Figure 1. Power grid.
Scale bar: 50 um. Pins as bars on the die edge.
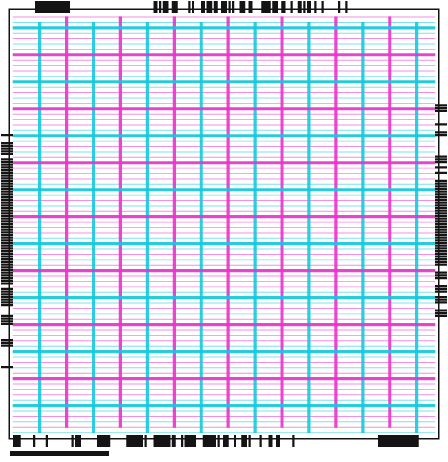
Figure 2. Cells colored by class.
Scale bar: 50 um.
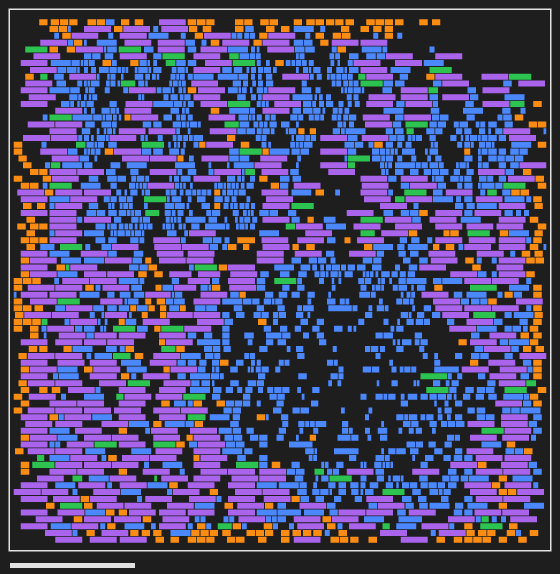
Figure 3. Clock network drawn from the DEF.
Scale bar: 50 um.
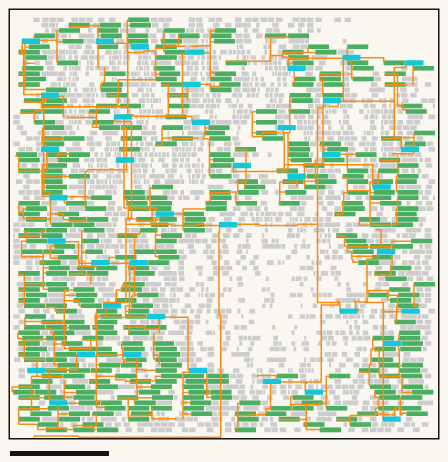
Figure 4. Signal wires by layer.
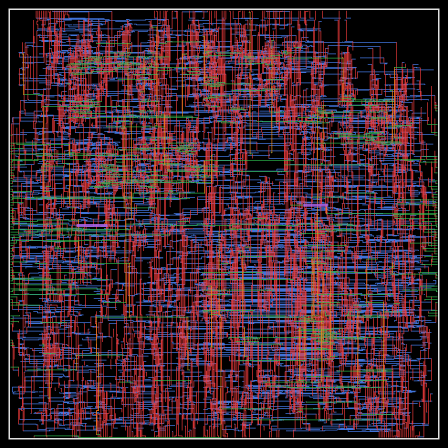
Figure 5. Track usage over the die.
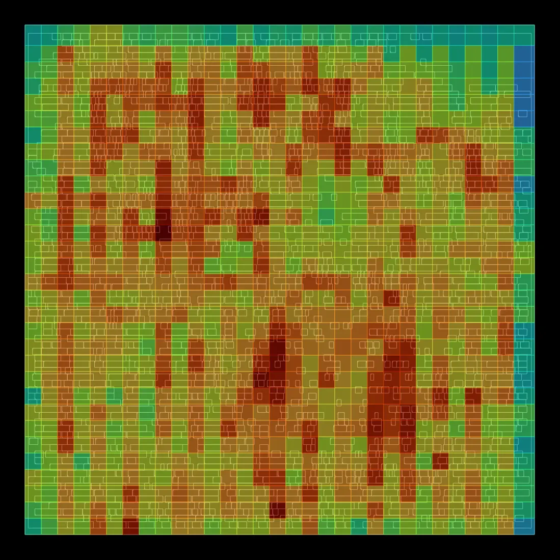
`src/rtl/sb_pkg.sv`:
```
// Shared types and constants for the store buffer and its forwarding merge.
// The entry layout keeps the word address only; byte offsets live in the enables.
package sb_pkg;

  localparam int SB_DEPTH = 4;
  localparam int SB_AW    = 32;
  localparam int SB_DW    = 32;
  localparam int SB_BEW   = SB_DW / 8;
  localparam int SB_PCW   = 32;

  typedef struct packed {
    logic [SB_AW-1:2]  addr;
    logic [SB_DW-1:0]  data;
    logic [SB_BEW-1:0] be;
    logic [SB_PCW-1:0] pc;
  } sb_entry_t;

endpackage

```
`src/rtl/sb_fwd_merge.sv`:
```
// Combinational byte-lane merge of pending stores for load forwarding.
// Entries are visited oldest to youngest so the youngest matching byte wins.
module sb_fwd_merge
  import sb_pkg::*;
#(
  parameter int DEPTH = SB_DEPTH,
  parameter int AW    = SB_AW,
  parameter int PW    = $clog2(DEPTH)
) (
  input  sb_entry_t          entries [DEPTH],
  input  logic [DEPTH-1:0]   valid,
  input  logic [PW-1:0]      rd_ptr,
  input  logic [AW-1:0]      ld_addr,
  output logic [SB_BEW-1:0]  ld_fwd_mask,
  output logic [SB_DW-1:0]   ld_fwd_data
);

  logic [SB_AW-1:2] ld_word;
  logic [PW-1:0]    idx;

  assign ld_word = (SB_AW-2)'(ld_addr[AW-1:2]);

  always_comb begin
    ld_fwd_mask = '0;
    ld_fwd_data = '0;
    idx         = '0;
    for (int k = 0; k < DEPTH; k++) begin
      // Pointers are power-of-two wide, so the add wraps modulo DEPTH.
      idx = rd_ptr + PW'(k);
      if (valid[idx] && (entries[idx].addr == ld_word)) begin
        for (int i = 0; i < SB_BEW; i++) begin
          if (entries[idx].be[i]) begin
            ld_fwd_mask[i]        = 1'b1;
            ld_fwd_data[8*i +: 8] = entries[idx].data[8*i +: 8];
          end
        end
      end
    end
  end

endmodule

```
`src/rtl/store_buffer.sv`:
```
// FIFO of pending stores between the pipeline and data memory, with byte-wise
// forwarding to loads and strictly in-order drain.
module store_buffer
  import sb_pkg::*;
#(
  parameter int DEPTH = SB_DEPTH,
  parameter int AW    = SB_AW,
  parameter int DW    = SB_DW
) (
  input  logic                     clk,
  input  logic                     reset,
  input  logic                     st_valid,
  output logic                     st_ready,
  input  logic [AW-1:0]            st_addr,
  input  logic [DW-1:0]            st_data,
  input  logic [DW/8-1:0]          st_be,
  input  logic [31:0]              st_pc,
  input  logic [AW-1:0]            ld_addr,
  output logic [DW/8-1:0]          ld_fwd_mask,
  output logic [DW-1:0]            ld_fwd_data,
  output logic                     dm_we,
  input  logic                     dm_ready,
  output logic [AW-1:0]            dm_addr,
  output logic [DW-1:0]            dm_wdata,
  output logic [DW/8-1:0]          dm_be,
  output logic [31:0]              dm_pc,
  output logic [$clog2(DEPTH):0]   count,
  output logic                     empty,
  output logic                     full
);

  localparam int PW = $clog2(DEPTH);
  localparam int CW = PW + 1;

  sb_entry_t        entries [DEPTH];
  sb_entry_t        head;
  logic [DEPTH-1:0] valid;
  logic [PW-1:0]    rd_ptr;
  logic [PW-1:0]    wr_ptr;
  logic [CW-1:0]    count_q;
  logic             enq;
  logic             deq;
  logic             unused_addr_bits;

  assign unused_addr_bits = ^{st_addr[1:0], ld_addr[1:0]};

  assign count    = count_q;
  assign empty    = (count_q == '0);
  assign full     = (count_q == CW'(DEPTH));
  assign st_ready = !full;

  // A zero-enable store completes its handshake but occupies no slot.
  assign enq = st_valid && st_ready && (|st_be);
  assign deq = dm_we && dm_ready;

  always_ff @(posedge clk or posedge reset) begin
    if (reset) begin
      rd_ptr  <= '0;
      wr_ptr  <= '0;
      count_q <= '0;
      valid   <= '0;
    end else begin
      if (enq) begin
        valid[wr_ptr] <= 1'b1;
        wr_ptr        <= wr_ptr + 1'b1;
      end
      if (deq) begin
        valid[rd_ptr] <= 1'b0;
        rd_ptr        <= rd_ptr + 1'b1;
      end
      count_q <= count_q + CW'(enq) - CW'(deq);
    end
  end

  // Payload needs no reset; the valid bits and output gating hide stale slots.
  always_ff @(posedge clk) begin
    if (enq) begin
      entries[wr_ptr] <= '{addr: (SB_AW-2)'(st_addr[AW-1:2]),
                           data: SB_DW'(st_data),
                           be:   SB_BEW'(st_be),
                           pc:   st_pc};
    end
  end

  assign head  = entries[rd_ptr];
  assign dm_we = !empty;

  always_comb begin
    dm_addr  = '0;
    dm_wdata = '0;
    dm_be    = '0;
    dm_pc    = '0;
    if (dm_we) begin
      dm_addr  = AW'({head.addr, 2'b00});
      dm_wdata = DW'(head.data);
      dm_be    = (DW/8)'(head.be);
      dm_pc    = head.pc;
    end
  end

  logic [SB_BEW-1:0] fwd_mask;
  logic [SB_DW-1:0]  fwd_data;

  sb_fwd_merge #(
    .DEPTH (DEPTH),
    .AW    (AW)
  ) u_fwd_merge (
    .entries     (entries),
    .valid       (valid),
    .rd_ptr      (rd_ptr),
    .ld_addr     (ld_addr),
    .ld_fwd_mask (fwd_mask),
    .ld_fwd_data (fwd_data)
  );

  assign ld_fwd_mask = (DW/8)'(fwd_mask);
  assign ld_fwd_data = DW'(fwd_data);

endmodule

```
`config.mk`:
```
export PLATFORM = sky130hd
export DESIGN_NAME = store_buffer
export DESIGN_NICKNAME = d
export VERILOG_FILES = /design/src/rtl/sb_pkg.sv /design/src/rtl/sb_fwd_merge.sv /design/src/rtl/store_buffer.sv
export SDC_FILE = /design/constraint.sdc
export NUM_CORES = 1
export LEC_CHECK = 0
export CAP_MARGIN = 10
export CORE_UTILIZATION = 54
export CTS_CLUSTER_DIAMETER = 50
export CTS_CLUSTER_SIZE = 28
export DETAILED_ROUTE_END_ITERATION = 6
export PLACE_DENSITY = 0.77
export SYNTH_ARGS = -nofsm -noshare
export SYNTH_HDL_FRONTEND = slang
export SYNTH_HIERARCHICAL = 1
export SYNTH_SLANG_ARGS = --single-unit
```
`constraint.sdc`:
```
create_clock -name clk -period 23 [get_ports clk]
set_input_delay 3.45 -clock clk [delete_from_list [all_inputs] [get_ports clk]]
set_output_delay 3.45 -clock clk [all_outputs]
set_load 0.01 [all_outputs]
```
==> results_dict.tcl <==
# flow metrics
set metrics [dict create \
    dominantRegCellSynth "edfxtp_1" \
    critPathKind "input port to output port" \
    layout-drive-gt1-share 0.1492 \
    seq-cell-share 0.4158 \
    cts.reportedPaths.clkPinSlew_ns 0.08 \
    warning_count 39 \
    cts_root_buf "clkbuf_16" \
    slew_headroom 0.2967 \
    dr.first_iter.drc_count 1863 \
    topCombFamilyByArea "multiplexers" \
    switchingPower_mw 1.494 \
    fmax_mhz 85.68 \
    n_all_buffers 305 \
    comb_power_share 0.529 \
    area_leaders "edfxtp_1, mux2i_1, mux4_2, mux2_2, xnor2_1" \
    buf_share 0.1029 \
    cts_resized 0 \
    io_buffers 272 \
    dr.pass1.iters 5 \
    ctsHoldBuffers 0 \
    ios 279 \
    critPathRequiredTime_ns 19.55 \
    post-place-ws_ns 11.49 \
    synth-edff-count 392 \
    skew_ns 0.03433 \
    outcome "finished clean" \
    worst-path-max-fanout 13 \
    clkCellAreaFrac 0.04954 \
    cp_data_arrival_time_ns 8.22 \
]
About Figure 1:
cyan -> VSS
magenta -> VDD
rows = 77
met5 straps = 15
met1 rails = 78
met4 straps = 15
signal pins = 279

About Figure 2:
orange -> remaining buffers and delay cells  # cells 305, share of their area 11%
green -> clock drivers and dummy loads  # cells 74, share of their area 5.1%
purple -> sequential cells  # cells 403, share of their area 43%
blue -> remaining logic cells  # cells 1,363, share of their area 42%
Final Util: 0.6499
core box area: 44,610 sq um
cell area after layout: 28,990 sq um
num rows: 77

About Figure 3:
orange -> clock wires  # length 4,730 um
cyan -> clock-net drivers  # count 40
green -> flip-flops  # count 403
flops lie = widely spread
routed clock nets = 41

About Figure 4:
orange -> M4  # wire length 1,520 um
blue -> M1  # wire length 30.4 mm
green -> M3  # wire length 5,140 um
red -> M2  # wire length 34.0 mm
purple -> M5  # wire length 24.8 um

About Figure 5:
Global Route Usage Sum: 0.3033
GRT busiest layer: met2
Avg WL per Cell: 25.95 um
GR Util met3: 0.04877
met2 usage: 0.4898

